[config.mk]
export PLATFORM = sky130hd
export DESIGN_NAME = mem_stage_flat
export DESIGN_NICKNAME = d
export VERILOG_FILES = /design/src/rtl/mem_stage_pkg.sv /design/src/rtl/mem_stage_if.sv /design/src/rtl/mem_stage_lsu_align.sv /design/src/rtl/mem_stage.sv /design/src/flat_wrapper.sv
export SDC_FILE = /design/constraint.sdc
export NUM_CORES = 1
export LEC_CHECK = 0
export ABC_AREA = 1
export CAP_MARGIN = 10
export CORE_ASPECT_RATIO = 1.4
export CORE_MARGIN = 2
export CORE_UTILIZATION = 42
export DETAILED_ROUTE_END_ITERATION = 12
export PLACE_DENSITY = 0.9
export SYNTH_ARGS = -nofsm -noshare
export SYNTH_HDL_FRONTEND = slang
export SYNTH_SLANG_ARGS = --single-unit
[constraint.sdc]
create_clock -name clk -period 2.2 [get_ports clk]
set_clock_uncertainty 0.15 [all_clocks]
set_input_delay 0.55 -clock clk [delete_from_list [all_inputs] [get_ports clk]]
set_output_delay 0.55 -clock clk [all_outputs]
set_load 0.01 [all_outputs]
[src/rtl/mem_stage_pkg.sv]
// Shared opcode/size encodings and the memory-stage state type.
package mem_stage_pkg;

    localparam logic [6:0] OPC_LOAD   = 7'b0000011;
    localparam logic [6:0] OPC_STORE  = 7'b0100011;
    localparam logic [6:0] OPC_OP_IMM = 7'b0010011;
    localparam logic [6:0] OPC_OP     = 7'b0110011;

    localparam logic [1:0] LDSZ_B = 2'b00;
    localparam logic [1:0] LDSZ_H = 2'b01;
    localparam logic [1:0] LDSZ_W = 2'b11;

    typedef enum logic [1:0] {
        S_IDLE = 2'd0,
        S_REQ  = 2'd1,
        S_RESP = 2'd2,
        S_DONE = 2'd3
    } mem_state_t;

endpackage

[src/rtl/mem_stage_if.sv]
// Data-memory bus: req/gnt request phase plus rvalid read-data phase.
interface mem_stage_if;
    logic        dmem_req;
    logic        dmem_we;
    logic [31:0] dmem_addr;
    logic [3:0]  dmem_be;
    logic [31:0] dmem_wdata;
    logic        dmem_gnt;
    logic        dmem_rvalid;
    logic [31:0] dmem_rdata;

    modport master (
        output dmem_req, dmem_we, dmem_addr, dmem_be, dmem_wdata,
        input  dmem_gnt, dmem_rvalid, dmem_rdata
    );

    modport slave (
        input  dmem_req, dmem_we, dmem_addr, dmem_be, dmem_wdata,
        output dmem_gnt, dmem_rvalid, dmem_rdata
    );
endinterface

[src/rtl/mem_stage_lsu_align.sv]
// Byte-enable / store-lane replication and load extract with sign or zero extension.
module lsu_align
    import mem_stage_pkg::*;
(
    input  logic [1:0]  i_ldsz,
    input  logic [1:0]  i_shift,
    input  logic        i_unsigned,
    input  logic [31:0] i_x2,
    input  logic [31:0] i_rdata,
    output logic [3:0]  o_be,
    output logic [31:0] o_wdata,
    output logic [31:0] o_ldata
);
    logic [31:0] w_shifted;

    always_comb begin
        w_shifted = i_rdata >> {i_shift, 3'b000};
        o_be      = 4'b1111;
        o_wdata   = i_x2;
        o_ldata   = w_shifted;
        case (i_ldsz)
            LDSZ_B: begin
                o_be    = 4'b0001 << i_shift;
                o_wdata = {4{i_x2[7:0]}};
                o_ldata = {{24{~i_unsigned & w_shifted[7]}}, w_shifted[7:0]};
            end
            LDSZ_H: begin
                o_be    = 4'b0011 << i_shift;
                o_wdata = {2{i_x2[15:0]}};
                o_ldata = {{16{~i_unsigned & w_shifted[15]}}, w_shifted[15:0]};
            end
            default: ;
        endcase
    end
endmodule

[src/rtl/mem_stage.sv]
// MEM pipeline stage: one instruction slot, data-memory handshake FSM with timeout, WB register.
module mem_stage
    import mem_stage_pkg::*;
#(
    parameter int unsigned TIMEOUT = 256
) (
    input  logic        clk,
    input  logic        reset_n,
    input  logic        flush,
    input  logic        valid_EX,
    input  logic [6:0]  opcode_EX,
    input  logic [4:0]  rd_EX,
    input  logic [31:0] res_EX,
    input  logic [31:0] x2_EX,
    input  logic [1:0]  ldsz,
    input  logic [1:0]  ldshift,
    input  logic        ld_unsigned,
    input  logic        trap_EX,
    output logic        stall,
    output logic [4:0]  rd_MEM,
    output logic [31:0] res_MEM,
    mem_stage_if.master dmem,
    output logic [4:0]  rd_WB,
    output logic [31:0] res_WB,
    output logic        trap_WB
);
    localparam int unsigned CW = $clog2(TIMEOUT + 1);

    mem_state_t  r_state;
    logic        r_valid;
    logic        r_store;
    logic        r_trap;
    logic [4:0]  r_rd;
    logic [31:0] r_res;
    logic [31:0] r_x2;
    logic [1:0]  r_ldsz;
    logic [1:0]  r_ldshift;
    logic        r_unsigned;
    logic [CW-1:0] r_cnt;

    logic [CW-1:0] w_cnt_inc;
    logic          w_cnt_expired;
    logic [3:0]    w_be;
    logic [31:0]   w_wdata;
    logic [31:0]   w_ldata;
    logic          w_is_mem;

    lsu_align u_align (
        .i_ldsz     (r_ldsz),
        .i_shift    (r_ldshift),
        .i_unsigned (r_unsigned),
        .i_x2       (r_x2),
        .i_rdata    (dmem.dmem_rdata),
        .o_be       (w_be),
        .o_wdata    (w_wdata),
        .o_ldata    (w_ldata)
    );

    assign w_cnt_inc     = r_cnt + CW'(1);
    assign w_cnt_expired = (w_cnt_inc == CW'(TIMEOUT));
    assign w_is_mem      = (opcode_EX == OPC_LOAD) || (opcode_EX == OPC_STORE);

    assign stall   = (r_state == S_REQ) || (r_state == S_RESP);
    assign rd_MEM  = (!stall && r_valid && !r_trap && !r_store) ? r_rd : '0;
    assign res_MEM = r_res;

    // Bus fields are only driven while requesting so the bus idles at zero.
    assign dmem.dmem_req   = (r_state == S_REQ);
    assign dmem.dmem_we    = (r_state == S_REQ) && r_store;
    assign dmem.dmem_addr  = (r_state == S_REQ) ? {r_res[31:2], 2'b00} : '0;
    assign dmem.dmem_be    = (r_state == S_REQ) ? w_be : '0;
    assign dmem.dmem_wdata = (r_state == S_REQ) ? w_wdata : '0;

    always_ff @(posedge clk) begin
        if (!reset_n) begin
            r_state    <= S_IDLE;
            r_valid    <= 1'b0;
            r_store    <= 1'b0;
            r_trap     <= 1'b0;
            r_rd       <= '0;
            r_res      <= '0;
            r_x2       <= '0;
            r_ldsz     <= '0;
            r_ldshift  <= '0;
            r_unsigned <= 1'b0;
            r_cnt      <= '0;
            rd_WB      <= '0;
            res_WB     <= '0;
            trap_WB    <= 1'b0;
        end else begin
            rd_WB   <= stall ? '0 : rd_MEM;
            res_WB  <= res_MEM;
            trap_WB <= !stall && r_valid && r_trap;
            case (r_state)
                S_IDLE, S_DONE: begin
                    r_valid    <= valid_EX && !flush;
                    r_store    <= (opcode_EX == OPC_STORE);
                    r_trap     <= trap_EX;
                    r_rd       <= rd_EX;
                    r_res      <= res_EX;
                    r_x2       <= x2_EX;
                    r_ldsz     <= ldsz;
                    r_ldshift  <= ldshift;
                    r_unsigned <= ld_unsigned;
                    r_cnt      <= '0;
                    if (valid_EX && !flush && !trap_EX && w_is_mem)
                        r_state <= S_REQ;
                    else
                        r_state <= S_IDLE;
                end
                S_REQ: begin
                    if (dmem.dmem_gnt) begin
                        r_cnt   <= '0;
                        r_state <= r_store ? S_DONE : S_RESP;
                    end else if (w_cnt_expired) begin
                        r_trap  <= 1'b1;
                        r_state <= S_DONE;
                    end else begin
                        r_cnt <= w_cnt_inc;
                    end
                end
                S_RESP: begin
                    if (dmem.dmem_rvalid) begin
                        r_res   <= w_ldata;
                        r_cnt   <= '0;
                        r_state <= S_DONE;
                    end else if (w_cnt_expired) begin
                        r_trap  <= 1'b1;
                        r_state <= S_DONE;
                    end else begin
                        r_cnt <= w_cnt_inc;
                    end
                end
                default: r_state <= S_IDLE;
            endcase
        end
    end
endmodule
[src/flat_wrapper.sv]
// flat-port wrapper written by rule: the top's interface ports become plain ports
module mem_stage_flat import mem_stage_pkg::*;
#(
    parameter int unsigned TIMEOUT = 256
)
  (clk, reset_n, flush, valid_EX, opcode_EX, rd_EX, res_EX, x2_EX, ldsz, ldshift, ld_unsigned, trap_EX, stall, rd_MEM, res_MEM, rd_WB, res_WB, trap_WB, dmem_dmem_req, dmem_dmem_we, dmem_dmem_addr, dmem_dmem_be, dmem_dmem_wdata, dmem_dmem_gnt, dmem_dmem_rvalid, dmem_dmem_rdata);
  mem_stage_if dmem_i ();
  input  logic clk;
  input  logic reset_n;
  input  logic flush;
  input  logic valid_EX;
  input  logic [6:0] opcode_EX;
  input  logic [4:0] rd_EX;
  input  logic [31:0] res_EX;
  input  logic [31:0] x2_EX;
  input  logic [1:0] ldsz;
  input  logic [1:0] ldshift;
  input  logic ld_unsigned;
  input  logic trap_EX;
  output logic stall;
  output logic [4:0] rd_MEM;
  output logic [31:0] res_MEM;
  output logic [4:0] rd_WB;
  output logic [31:0] res_WB;
  output logic trap_WB;
  output wire logic [$bits(dmem_i.dmem_req)-1:0] dmem_dmem_req;
  output wire logic [$bits(dmem_i.dmem_we)-1:0] dmem_dmem_we;
  output wire logic [$bits(dmem_i.dmem_addr)-1:0] dmem_dmem_addr;
  output wire logic [$bits(dmem_i.dmem_be)-1:0] dmem_dmem_be;
  output wire logic [$bits(dmem_i.dmem_wdata)-1:0] dmem_dmem_wdata;
  input wire logic [$bits(dmem_i.dmem_gnt)-1:0] dmem_dmem_gnt;
  input wire logic [$bits(dmem_i.dmem_rvalid)-1:0] dmem_dmem_rvalid;
  input wire logic [$bits(dmem_i.dmem_rdata)-1:0] dmem_dmem_rdata;
  assign dmem_dmem_req = dmem_i.dmem_req;
  assign dmem_dmem_we = dmem_i.dmem_we;
  assign dmem_dmem_addr = dmem_i.dmem_addr;
  assign dmem_dmem_be = dmem_i.dmem_be;
  assign dmem_dmem_wdata = dmem_i.dmem_wdata;
  assign dmem_i.dmem_gnt = dmem_dmem_gnt;
  assign dmem_i.dmem_rvalid = dmem_dmem_rvalid;
  assign dmem_i.dmem_rdata = dmem_dmem_rdata;
  mem_stage #(.TIMEOUT(TIMEOUT)) u_core (.clk(clk), .reset_n(reset_n), .flush(flush), .valid_EX(valid_EX), .opcode_EX(opcode_EX), .rd_EX(rd_EX), .res_EX(res_EX), .x2_EX(x2_EX), .ldsz(ldsz), .ldshift(ldshift), .ld_unsigned(ld_unsigned), .trap_EX(trap_EX), .stall(stall), .rd_MEM(rd_MEM), .res_MEM(res_MEM), .dmem(dmem_i), .rd_WB(rd_WB), .res_WB(res_WB), .trap_WB(trap_WB));
endmodule
run_1/congestion_map.png
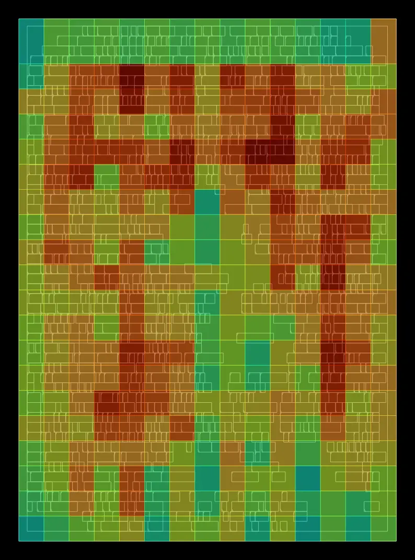
Routed wire per std cell: 17.0 µm
final core utilization: 0.720
global-route track usage on met1: 0.305
total global-route track usage: 0.292

run_1/layers.png
Scale: 2 px per µm.
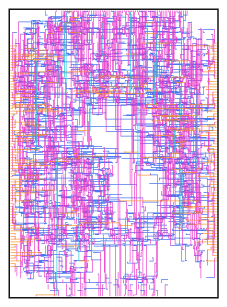
Key: blue = M1 [wire length 8300 µm]; orange = M3 [wire length 1660 µm]; magenta = M2 [wire length 12300 µm]; cyan = M4 [wire length 698 µm]

==> flow_summary.json, run 1 <==
{
  "status": "finished, violations left",
  "failed_checks": "negative setup slack",
  "synth-async-reset-ratio": 0,
  "setup_slack_ps": -146,
  "synth_cells": 842,
  "yosys.cell_types.count": 40,
  "grt_start_max_net_pins": 41,
  "seq_area_frac_synth": 0.432,
  "worst_setup_path_start_kind": "register",
  "total_number_of_vias": 6950,
  "initial_antenna_violation_count": 0,
  "route.detailed.vias_per_inst": 5.15,
  "grt_overflow": 0,
  "cts.root.buffer_cell": "clkbuf_16",
  "buffer_ports.inserted": 263,
  "hold_path_class": "reg -> reg",
  "yosys_instances": 842,
  "power.leakage_nw": 4.76,
  "setup-violations-final": 66,
  "mostFrequentLayoutCell": "clkdlybuf4s50_1",
  "cts_tree": "built",
  "enable_flop_cells": 0,
  "area.growth.synth_to_final_pct": 69.4,
  "power-per-cell-area_nw_per_um2": 607,
  "final_nets": 1275,
  "drtAntennaViolNets": 0,
  "chipHeight_um": 143,
  "drive_above_1_share": 0.231,
  "met1_length_um": 8300,
  "cts.sink_count": 126,
  "timing.critical_path.required_ps": 1500,
  "cp-end-kind": "output pin",
  "grt_pass1_wl_um": 34200,
  "core_util_floorplan": 0.425,
  "globalplace.congestion": 0.892,
  "worstHoldPathCells": 2,
  "die_area_um2": 14900,
  "detailedRoute.firstIterationViolations": 482,
  "met2WireLength_um": 12300,
  "rsz0062_at_grt": "true",
  "insertedDiodeCount": 0,
  "mappedNetlistArea_um2": 5830,
  "fmax_ghz": 0.426,
  "vdd_ir_drop_max_v": 0.000416,
  "yosys_area_um2": 5830,
  "slew_viol_final": 0,
  "timing.setup.tns_ps": -4150,
  "clock_h_tree_levels": 4,
  "first_pass_iters": 5,
  "path_max_fanout": 9,
  "finish.instance_area_um2": 9880,
  "wirelength_um": 23000,
  "die_x_um": 104,
  "placedInstanceArea_um2": 8920,
  "power.total_mw": 6.00,
  "syn_avg_cell_area_um2": 6.93,
  "route.top_layer_used": "met4",
  "route.detailed.drc": 0,
  "num_rows": 51,
  "first_global_vias": 6776,
  "cts_inserted_buffers": 17
}
run_1/ff_map.png
Scale: 2 px per µm.
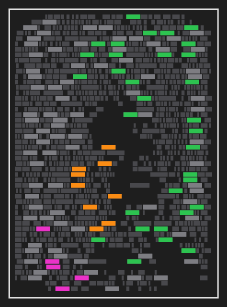
Key: magenta = u_core.rd_WB [sequential cells 5, where south-west]; green = u_core.res_MEM [sequential cells 32]; orange = u_core.r_cnt [sequential cells 9, where center]
Another 80 sequential cells are not colored.

run_1/port_trees.png
Scale: 2 px per µm.
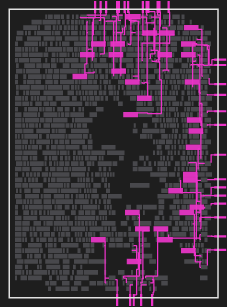
Key: magenta = res_MEM [bits 32, direction output, edge 14 east, 13 north, 5 south, end cells 32, wire 1210 µm]

run 1: metal layers:
layer  vias to the layer above  track usage
li1                       3317            -
met1                      3226        0.305
met2                       353        0.555
met3                        54       0.0698
met4                         0        0.130
met5                         -            0
run 1: stage by stage:
stage	setup WS, ps	instances	hold WS, ps
finish	-146	1349	310
global route	-201	1349	335
CTS	-134	1341	304
detailed placement	-253	1295	294
global placement	-196	1295	289
floorplan	129	843	291
run 1: cell usage after synthesis, types with 2 or more instances:
cell type,count,area [µm²]
nand2_1,209,785
dfxtp_1,126,2520
a211oi_1,2,15.0
buf_2,9,45.0
a221oi_1,7,61.3
o21ai_0,97,485
nor2_1,57,214
a22oi_1,7,52.6
nor4_1,3,18.8
clkbuf_1,27,101
nor2_4,2,22.5
buf_1,5,18.8
o21ai_1,8,40.0
clkinv_1,3,11.3
o21bai_1,2,15.0
a22o_1,8,70.1
a21oi_1,34,170
nor3_1,15,75.1
nand2_4,2,22.5
buf_4,7,52.6
inv_2,5,18.8
ha_1,4,50.1
nor2_2,3,18.8
o31ai_1,8,60.1
o22ai_1,17,106
nand4_1,5,31.3
o211ai_1,9,67.6
inv_1,131,492
nand3_1,19,95.1
run 1: cell type report:
class / instances / area (µm²)
Fill cell: 958 / 3840
Multi-Input combinational cell: 528 / 2830
Clock inverter: 13 / 130
Sequential cell: 126 / 2530
Timing Repair Buffer: 338 / 3190
Tap cell: 185 / 231
Clock buffer: 19 / 433
Inverter: 140 / 538
run 1: state kept, by name (all words and copies together), names as in the netlist, 2 cells and up:
| register | cells |
|---|---|
| u_core.r_rd | 5 |
| u_core.rd_WB | 5 |
| u_core.res_MEM | 32 |
| u_core.r_state | 2 |
| u_core.r_ldshift | 2 |
| u_core.res_WB | 32 |
| u_core.r_x2 | 32 |
| u_core.r_ldsz | 2 |
| u_core.r_cnt | 9 |
run 1: worst paths after layout:
check / to / start / slack, ps
worst max-delay path: dmem_dmem_wdata[26] / u_core.r_state[1] / -150
worst min-delay path: u_core.res_WB[18] / u_core.res_MEM[18] / 310
worst max register to register: u_core.res_MEM[21] / u_core.r_ldsz[0] / 60
worst min register to register: u_core.res_WB[18] / u_core.res_MEM[18] / 310
run 1: kinds of logic (layout without fill, tap and decap cells):
family          after synthesis  after routing  share of synthesized area
compound gates              203            203                      0.203
simple gates                318            318                      0.223
fa+ha+maj                     4              4                    0.00858
other cells                   1              2                   0.000643
flops                       126            126                      0.432
xor+xnor                      1              1                    0.00150
buf+inv                     189            510                      0.130
run 1: critical path: stages (launching register included):
cell and delay (ps):
dfxtp_2 330, inv_2 70, ha_4 150, buf_12 160, buf_6 110, o21ai_2 60, a221oi_2 170, buf_2 170
run 1: power by group:
part,total (mW),internal (mW),leakage [nW],switching [mW]
registers,2.45,2.39,1.04,0.0636
clock network,2.70,1.57,0.262,1.12
logic,0.858,0.470,3.46,0.388
run 1: timing repair:
item	4_1_cts	5_1_grt
setup buffers	11	6
pin swaps	8	6
setup endpoints to repair	74	76
gates resized	374	55
cloned	3	3
run_1/pinout.png
Scale: 2 px per µm. Pins as bars across the die edge, other pins in gray.
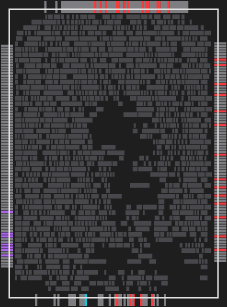

--- run 2 (diff from run 1) ---
--- a/config.mk
+++ b/config.mk
@@ -12,6 +12,7 @@
 export CORE_UTILIZATION = 42
 export DETAILED_ROUTE_END_ITERATION = 12
 export PLACE_DENSITY = 0.9
+export SLEW_MARGIN = 10
 export SYNTH_ARGS = -nofsm -noshare
 export SYNTH_HDL_FRONTEND = slang
 export SYNTH_SLANG_ARGS = --single-unit
==> constraint.sdc (replaced) <==
create_clock -name clk -period 2.5 [get_ports clk]
set_clock_uncertainty 0.15 [all_clocks]
set_input_delay 0.625 -clock clk [delete_from_list [all_inputs] [get_ports clk]]
set_output_delay 0.625 -clock clk [all_outputs]
set_load 0.01 [all_outputs]
run_2/pinout.png
Scale: 2 px per µm. Pins as bars across the die edge, other pins in gray.
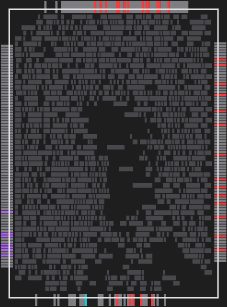
Key: cyan = trap_EX [pins 1, direction input, edge south]; red = res_MEM [pins 32, direction output, edge 14 east, 13 north, 5 south]; purple = opcode_EX [pins 7, direction input, edge west]
All pins by edge: 82 west, 81 east, 71 north, 32 south.

run_2/layers.png
Scale: 2 px per µm.
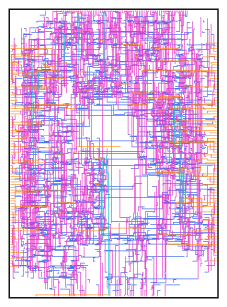
Key: blue = M1 [wire length 7630 µm]; magenta = M2 [wire length 11600 µm]; orange = M3 [wire length 1720 µm]; cyan = M4 [wire length 522 µm]

==> run 2 against run 1 <==
  * The flow now finishes without violations
  * Die size stayed put
  * Non-clock buffer count is 34 lower
  * Power is 13% lower
  * Utilization is 4.0 points lower
  * Critical path depth is 1 lower
  * Register-to-register slack better by 240 ps
  * Global-route usage is 1.3 points lower
  * Cell area is 5.5% lower
  * Combinational power is 23% lower
==> flow_summary.json, run 2 <==
{
  "seq_area_frac_synth": 0.432,
  "globalplace.congestion": 0.884,
  "top_cells_by_area": "dfxtp_1, nand2_1, inv_1",
  "final_nets": 1241,
  "finish.instance_area_um2": 9340,
  "drtAntennaViolNets": 0,
  "critical-path-max-stage-delay_ps": 330,
  "top_cells_by_count": "nand2_1, inv_1, dfxtp_1",
  "yosys.cell_types.count": 40,
  "slew_viol_final": 0,
  "power-per-cell-area_nw_per_um2": 561,
  "initial_antenna_violation_count": 0,
  "critical_path_data_arrival_time_ps": 1720,
  "seq_power_share": 0.411,
  "power_report.internal_total_mw": 3.90,
  "synth_top_cell_by_area": "dfxtp_1",
  "cell_breakdown_of_the_critical_path": "inv_2 > ha_4 > buf_8 > o21ai_1 > a221oi_1 > buf_2",
  "topCombFamilyByArea": "simple AND/OR/NAND/NOR gates",
  "worst_setup_path_start_kind": "register",
  "die_x_um": 104,
  "worstPathBufferInverterCount": 3,
  "combPwrFrac": 0.126,
  "clk_pin_slew_ps": 60,
  "finalHoldWorstSlack_ps": 303,
  "grt_start_max_net_pins": 39,
  "stage_log_warnings": 30,
  "first_global_vias": 6493,
  "die_area_um2": 14900,
  "cts.sink_count": 126,
  "timing.critical_path.required_ps": 1730,
  "synth.ff_latch_count": 126,
  "enable_flop_cells": 0,
  "post_synth_xor_area_fraction": 0.00150,
  "route.detailed.vias_per_inst": 5.07,
  "mostFrequentLayoutCell": "nand2_1",
  "path_max_fanout": 7,
  "setup_slack_ps": 6.80,
  "insertedDiodeCount": 0,
  "power.leakage_nw": 4.58,
  "cts_hold_buffers": 0,
  "cts_tree": "built",
  "synth_cells": 842,
  "placedInstanceArea_um2": 8770,
  "synth-async-reset-ratio": 0,
  "total_number_of_vias": 6664,
  "netlist.top_cell.by_instances": "nand2_1",
  "portion_of_netlist_area_occupied_by_mux_cells": 0,
  "mappedNetlistArea_um2": 5830,
  "detailedPlace.worstSlack_ps": -72.1,
  "max_slew.worst_pin.slew_ps": 577,
  "cts.root.buffer_cell": "clkbuf_16",
  "place_hpwl_um": 15500,
  "timing.max_slew.rel_slack": 0.612,
  "n_fill_cell": 1093,
  "post-route-min-period_ps": 2490,
  "yosys_instances": 842,
  "grt_pass1_wl_um": 32500,
  "first_pass_iters": 5,
  "grt_overflow": 0,
  "setup-violations-final": 0,
  "top_cell_area_share": 0.432,
  "maxCapViolCount": 0,
  "wirelength_um": 21500,
  "critical_path.slowest_cell": "dfxtp_2",
  "seq_area_um2": 2530,
  "clock_h_tree_levels": 4,
  "finalClockPeriodUsage": 0.997,
  "critPathTopFamily": "buffers and inverters",
  "rsz0062_at_grt": "true",
  "yosys_area_um2": 5830,
  "cp-end-kind": "output pin",
  "ys_warn_count": 0,
  "simple_gate_area_frac": 0.223,
  "wl_per_cell_um": 16.3,
  "chipHeight_um": 143,
  "top_level_ports": 266,
  "synth-adder-area-share": 0.00858,
  "num_rows": 51,
  "clock_power_share": 0.463,
  "synthAoiAreaFrac": 0.203,
  "vdd_ir_drop_max_v": 0.000361,
  "area.growth.synth_to_final_pct": 60.0,
  "drive_above_1_share": 0.122,
  "cts_inserted_buffers": 17,
  "switching_share": 0.256,
  "core_util_floorplan": 0.425,
  "final-comb-area_um2": 2590,
  "status": "completed",
  "syn_avg_cell_area_um2": 6.93,
  "route.detailed.drc": 0,
  "hold_path_class": "reg -> reg",
  "detailedRoute.firstIterationViolations": 310,
  "fmax_ghz": 0.401,
  "netSwitchingPower_mw": 1.34,
  "buffer_ports.inserted": 263
}
run_2/congestion_map.png
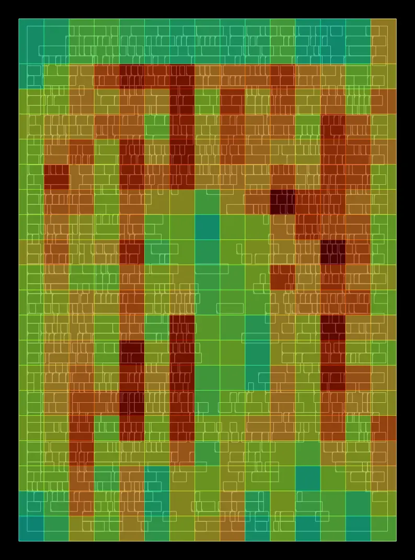
global-route track usage on met1: 0.279
total global-route track usage: 0.279
final core utilization: 0.680

==> run 2: worst reg2reg max path, cell delays in order (launching register included) <==
cell and delay (ps):
dfxtp_1 380, buf_4 310, inv_2 150, nand2_1 80, nand2_1 60, o21ai_1 160, nor2_1 50, nand2_1 130
nand2_2 170, buf_4 190, nor3_1 180, o21ai_1 80
==> run 2: what timing repair did <==
action,CTS,global route
setup buffers,4,1
pin swaps,1,2
endpoints found under the setup margin,74,39
cloned,1,1
resized,161,35
==> run 2: path summary, 6_finish.rpt <==
kind / startpoint / end / slack, ps / depth (start not counted)
min reg2reg: u_core.res_MEM[1] / u_core.res_WB[1] / 300 / 2
min: u_core.res_MEM[1] / u_core.res_WB[1] / 300 / 2
max: u_core.r_state[1] / dmem_dmem_wdata[25] / 7 / 6
max reg2reg: u_core.r_ldshift[0] / u_core.res_MEM[22] / 300 / 11
==> run 2: cells by family after synthesis <==
family	after synthesis
XOR/XNOR	1
buffers and inverters	189
AND/OR/NAND/NOR	318
flip-flops	126
adder cells (fa/ha/maj)	4
other	1
AND-OR/OR-AND	203
==> run 2: power by group through the flow <==
stage	clock network, mW	logic, mW	registers, mW
after floorplan	0	0.236	2.20
final	2.43	0.661	2.15
after global placement	0	0.633	2.19
after CTS	2.44	0.656	2.15
after detailed placement	0	0.647	2.19
after global routing	2.55	0.713	2.16
==> run 2: per-layer routing <==
| layer | track usage | routed length [µm] |
|---|---|---|
| met3 | 0.0789 | 1720 |
| met5 | 0 | 0 |
| met1 | 0.279 | 7630 |
| met4 | 0.112 | 521 |
| met2 | 0.542 | 11600 |
==> run 2: final cells by class <==
cell class | count | area share
Tap cell | 185 | 0.0248
Multi-Input combinational cell | 528 | 0.278
Clock inverter | 13 | 0.0139
Clock buffer | 19 | 0.0485
Timing Repair Buffer | 304 | 0.307
Sequential cell | 126 | 0.271
Inverter | 140 | 0.0568
==> run 2: per-stage QoR <==
step | instances | TNS (ps) | power [mW]
4_1_cts | 1313 | -71.7 | 5.25
3_3_place_gp | 1276 | -1.42 | 2.82
5_1_grt | 1315 | -101 | 5.42
2_1_floorplan | 843 | 0 | 2.44
6_report | 1315 | 0 | 5.24
3_5_place_dp | 1276 | -184 | 2.84
Power is estimated from default activity; no workload was simulated.
